==> config.mk <==
export PLATFORM = sky130hd
export DESIGN_NAME = pipeline_hazard_ctrl
export DESIGN_NICKNAME = d
export VERILOG_FILES = /design/src/rtl/pipe_ctrl_pkg.sv /design/src/rtl/pipeline_hazard_ctrl_sat_counter.sv /design/src/rtl/pipeline_hazard_ctrl.sv
export SDC_FILE = /design/constraint.sdc
export NUM_CORES = 1
export LEC_CHECK = 0
export ABC_AREA = 1
export CORE_ASPECT_RATIO = 1.5
export CORE_UTILIZATION = 40
export DETAILED_ROUTE_END_ITERATION = 7
export DONT_BUFFER_PORTS = 1
export GPL_ROUTABILITY_DRIVEN = 0
export PLACE_DENSITY_LB_ADDON = 0.25
export SLEW_MARGIN = 20
export SYNTH_ARGS = -nofsm -noshare
export SYNTH_HDL_FRONTEND = slang
export SYNTH_SLANG_ARGS = --single-unit
==> constraint.sdc <==
create_clock -name clk -period 1.95 [get_ports clk]
set_input_delay 0.2925 -clock clk [delete_from_list [all_inputs] [get_ports clk]]
set_output_delay 0.2925 -clock clk [all_outputs]
set_load 0.01 [all_outputs]
Run 1, power grid:
(4 px per um) Pins as bars on the die edge. Tap cells in grey.
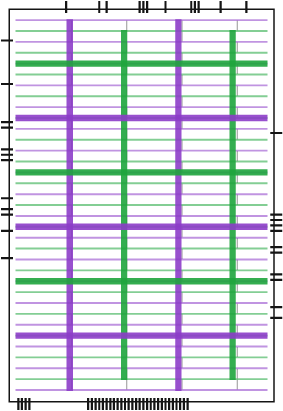
Purple stands for VSS. Green stands for VDD.
35 met1 rails follow the rows. 67 signal pins sit on the boundary. 4 straps on met4.
DIE WIDTH: 65.8 um
Die Ht: 97.7 um
Max VDD drop: 0.000479 V

Run 1, clock nets:
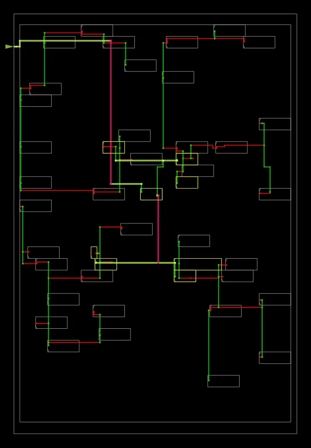
Sink Count: 37
Worst Clk Skew: 0.00721 ns
clock buffer count: 7

Run 1, metal 3:
(3 px per um) Cells faint in the background.
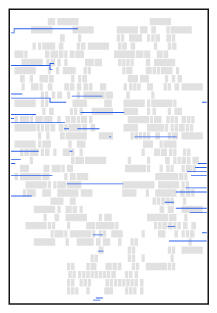
The longest straight run is 21.2 um. 30 nets have wire on it. The layer carries 267 um of wire.
GRT met3 Usage: 0.0505
vias post-DR: 2237

==> impl_metrics.json, run 1 <==
{
  "switching_power_uw": 355,
  "startpoint_type": "flop",
  "setup_tns_ns": 0,
  "postSynthSeqShare": 0.303,
  "p_sw_frac": 0.225,
  "end_kind": "primary output",
  "cts_setup_buffers": 0,
  "clock_path_buffers": 2,
  "grt_overflow": 0,
  "crit_arrival_ns": 1.58,
  "grt_max_degree": 28,
  "diodes": 0,
  "fin_crit_ns": 1.88,
  "drt-met1-wl_um": 2120,
  "clk-power_uw": 689,
  "drv_slew": 0,
  "crit_cells": 6,
  "outcome": "finished clean",
  "ys.flops": 37,
  "rr_worst_depth": 11,
  "power_frac_comb": 0.078,
  "hold_class": "in2reg",
  "cp_slowest_cell": "o21ai_0",
  "tool_warnings": 31,
  "stdcell_area_um2": 2680,
  "seqPwrFrac": 0.486,
  "hold_buffers": 0,
  "drt_wl_total_um": 5350,
  "dr.pass1.iters": 6,
  "power_frac_clock": 0.436,
  "ys_types": 38,
  "post_drt_wl_per_cell_um": 11.7,
  "rsz0062_at_grt": "yes",
  "maxCapViolCount": 0,
  "htree_levels": 2,
  "tightest_slew_ns": 0.470,
  "placed_area_um2": 2550,
  "ant_nets": 0,
  "yosysMostFrequentCell": "nand2_1",
  "leakagePower_nw": 1.24,
  "power.group.top": "sequential cells",
  "grt_usage": 0.173,
  "vias_per_cell": 4.88,
  "grt_pass1_wl_um": 8810,
  "min_path_cells": 1,
  "clk_pin_slew_worst_paths_ns": 0.07,
  "layout_top_cell": "nand2_1",
  "slew_headroom": 0.686,
  "final_util": 0.459,
  "dr_wl_met2_um": 2860,
  "powerComb_uw": 123,
  "synth-edff-count": 0,
  "layout.nets": 414,
  "cts_buffers": 5,
  "synth.top_cells.by_count": "nand2_1, nor2_1, inv_1, dfxtp_1, nand3_1",
  "powerDensity_nw_per_um2": 589,
  "post-place-ws_ns": 0.158,
  "area_growth_pct": 9.58,
  "drcViolationCount": 0,
  "core_area_um2": 5830,
  "dp.cells": 449,
  "cts-root-buf": "clkbuf_8",
  "critPathTopFamily": "AND-OR/OR-AND gates",
  "port_buffers": 0,
  "path_max_fanout": 4,
  "path_buffers": 2,
  "maxUsedRoutingLayer": "met4",
  "yosys.area.top_type": "dfxtp_1",
  "setup_viol": 0,
  "area_leaders": "dfxtp_1, nand2_1, nor2_1",
  "fin_cells": 458,
  "hold_viol": 0,
  "ys_warn_count": 0,
  "fp_nets": 403,
  "drive_above_1_share": 0.161,
  "cpMostUsedCell": "inv_1",
  "reg2reg_slack_ns": 0.18,
  "worst_path_largest_cell_delay_ns": 0.37,
  "grt_pass1_vias": 2119,
  "netlist_area_um2": 2440,
  "internal_power_mw": 1.22,
  "wl_met3_um": 266,
  "min_period_over_period": 0.962,
  "yosys-stat-cells": 374,
  "fp-utilization": 0.419,
  "critPathRequiredTime_ns": 1.66,
  "power_sequential_uw": 767,
  "antenna_found_initial": 0
}
==> run 1: cell families (layout without fill, tap and decap cells) <==
group | Yosys count | in the layout | synth area share
buffers and inverters | 73 | 85 | 0.133
flip-flops | 37 | 37 | 0.303
XOR/XNOR | 11 | 11 | 0.0394
adder cells (fa/ha/maj) | 3 | 3 | 0.0154
AND-OR/OR-AND | 28 | 28 | 0.0773
AND/OR/NAND/NOR | 222 | 222 | 0.432
==> run 1: layout make-up <==
class	instances	area (um^2)
repair buffers	16	120
flip-flops and latches	37	741
clock buffers	7	86.3
clock inverters	1	30.0
inverters	61	231
multi-input cells	264	1380
fillers	605	3150
well taps	72	90.1
==> run 1: metal layers <==
metal  GRT usage  vias up
met5           0        -
met4      0.0585        0
met3      0.0505       10
met2       0.324       49
met1       0.175      987
li1            -     1191
Run 1, wiring by layer:
(4 px per um)
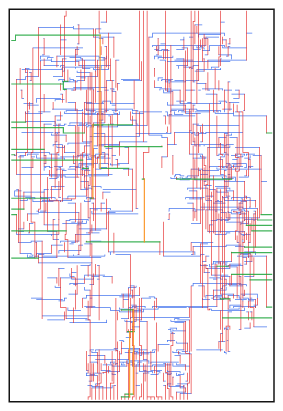

==> run 2: changes to the inputs <==
--- a/config.mk
+++ b/config.mk
@@ -6,12 +6,14 @@
 export NUM_CORES = 1
 export LEC_CHECK = 0
 export ABC_AREA = 1
+export ABC_CLOCK_PERIOD_IN_PS = 1950
 export CORE_ASPECT_RATIO = 1.5
 export CORE_UTILIZATION = 40
 export DETAILED_ROUTE_END_ITERATION = 7
 export DONT_BUFFER_PORTS = 1
 export GPL_ROUTABILITY_DRIVEN = 0
 export PLACE_DENSITY_LB_ADDON = 0.25
+export RECOVER_POWER = 25
 export SLEW_MARGIN = 20
 export SYNTH_ARGS = -nofsm -noshare
 export SYNTH_HDL_FRONTEND = slang
Run 2, wiring by layer:
(4 px per um)
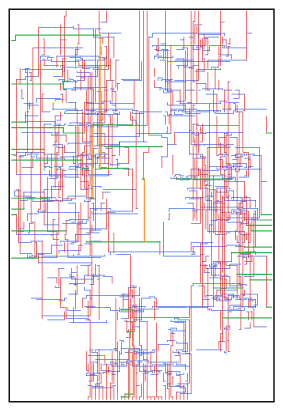
Red stands for M2, wire length 2860 um. Blue stands for M1, wire length 2110 um. Orange stands for M4, wire length 105 um. Green stands for M3, wire length 268 um.
All-Layer GR Usage: 0.173
vias post-DR: 2230

==> run 2 against run 1 <==
  * Sequential power hardly changed
  * Worst setup slack stayed put
  * Combinational power hardly changed
  * Synthesized cell count stayed put
==> impl_metrics.json, run 2 <==
{
  "outcome": "finished clean",
  "n_all_buffers": 16,
  "cpMostUsedCell": "inv_1",
  "clock_path_buffers": 2,
  "die_w_um": 65.8,
  "hold_buffers": 0,
  "wl_met3_um": 267,
  "fillCellCount": 610,
  "cts_tree": "built",
  "powerDensity_nw_per_um2": 592,
  "fp-utilization": 0.419,
  "min_period_over_period": 0.962,
  "tool_warnings": 31,
  "dieArea_um2": 6430,
  "ys.flops": 37,
  "grt_max_degree": 28,
  "fin_crit_ns": 1.88,
  "synth-edff-count": 0,
  "drt-initial-drc-count": 80,
  "drt-met1-wl_um": 2110,
  "ant_nets": 0,
  "placed_area_um2": 2550,
  "clock.latency.late_pin_ns": 0.28,
  "rr_worst_depth": 11,
  "postSynthSeqShare": 0.303,
  "ys_warn_count": 0,
  "crit_type": "reg2out",
  "post-place-ws_ns": 0.158,
  "dr.pass1.iters": 6,
  "path_max_fanout": 4,
  "hold_viol": 0,
  "min_path_cells": 1,
  "seq_share": 0.278,
  "grt_overflow": 0,
  "grt.busiest_layer": "met2",
  "tightest_slew_ns": 0.470,
  "largestClassByArea": "multi-input combinational cells",
  "area_leaders": "dfxtp_1, nand2_1, nor2_1",
  "stdcell_area_um2": 2670,
  "clk_share": 0.0436,
  "cts-root-buf": "clkbuf_8",
  "cts_buffers": 5,
  "ys_types": 38,
  "use_met2": 0.324,
  "tapCellCount": 72,
  "yosys.area.top_type": "dfxtp_1",
  "logic_gate_count": 264,
  "drcViolationCount": 0,
  "rows": 34,
  "layout_setup_ws_ns": 0.0733,
  "cp_slowest_cell": "o21ai_0",
  "htree_levels": 2,
  "design.seq.count": 37,
  "worst_path_largest_cell_delay_ns": 0.37,
  "post_drt_wl_per_cell_um": 11.7,
  "comb_area_um2": 1380,
  "fp_nets": 403,
  "end_kind": "primary output",
  "grt_pass1_vias": 2119,
  "area_growth_pct": 9.11,
  "seqCellArea_um2": 741,
  "mostFrequentLayoutCells": "nand2_1, nor2_1, inv_1, dfxtp_1, nand3_1",
  "leakagePower_nw": 1.23,
  "setup_tns_ns": 0,
  "antenna_found_initial": 0,
  "grt_pass1_wl_um": 8810,
  "layout_top_cell": "nand2_1",
  "cts.sinks": 37,
  "vias_per_cell": 4.87,
  "netlist_area_um2": 2440,
  "grt_use_met1": 0.175,
  "skew_ns": 0.00739,
  "fin_cells": 458,
  "yosysTopAreaCellShare": 0.303,
  "dp.cells": 449,
  "crit_arrival_ns": 1.58,
  "use_met3": 0.0505,
  "setup_viol": 0,
  "num-clock-buffers": 7,
  "drive_above_1_share": 0.153,
  "port_buffers": 0,
  "maxUsedRoutingLayer": "met4",
  "yosys-stat-cells": 374,
  "core_area_um2": 5830,
  "synth.top_cells.by_count": "nand2_1, nor2_1, inv_1, dfxtp_1, nand3_1",
  "buf_share": 0.0408,
  "drv_slew": 0,
  "layout.nets": 414,
  "maxCapViolCount": 0,
  "hold_class": "in2reg",
  "nNonClkInverters": 61,
  "pin_count": 67,
  "clk_pin_slew_worst_paths_ns": 0.07,
  "final_util": 0.457,
  "yosysMostFrequentCell": "nand2_1",
  "dpl.hpwl_um": 4160,
  "dr_wl_met2_um": 2860,
  "diodes": 0,
  "startpoint_type": "flop",
  "comb_area_frac": 0.517,
  "rsz0062_at_grt": "yes",
  "critPathRequiredTime_ns": 1.66,
  "cts_setup_buffers": 0,
  "reg2reg_slack_ns": 0.18,
  "irDropWorstVdd_v": 0.000479,
  "dieHeight_um": 97.7,
  "slew_headroom": 0.686
}
Run 2, metal 3:
(3 px per um) Cells faint in the background.
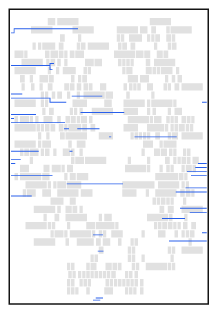
The wires run mostly horizontal. 29 nets have wire on it. The layer holds 5.0% of the routed length.
Detailed Route WL: 5350 um

==> run 2: where the power goes <==
group	leakage [nW]	switching [mW]	internal (mW)
registers	0.298	0.00472	0.762
clock network	0.0585	0.271	0.417
logic	0.875	0.0782	0.0446
total	1.23	0.354	1.22
==> run 2: logic make-up (layout without fill, tap and decap cells) <==
kind of cell,Yosys count,after routing,share of synthesized area
buffers and inverters,73,85,0.133
flip-flops,37,37,0.303
adder cells (fa/ha/maj),3,3,0.0154
XOR/XNOR,11,11,0.0394
AND/OR/NAND/NOR,222,222,0.432
AND-OR/OR-AND,28,28,0.0773
==> run 2: worst max-delay path: cells and delay by family (launching register included) <==
family	cells	cell delay, ns
AND/OR/NAND/NOR	1	0.08
flip-flops	1	0.31
buffers and inverters	2	0.15
adder cells (fa/ha/maj)	1	0.17
AND-OR/OR-AND	2	0.59
Power figures rest on the tool's default switching activity, not on a simulated workload.
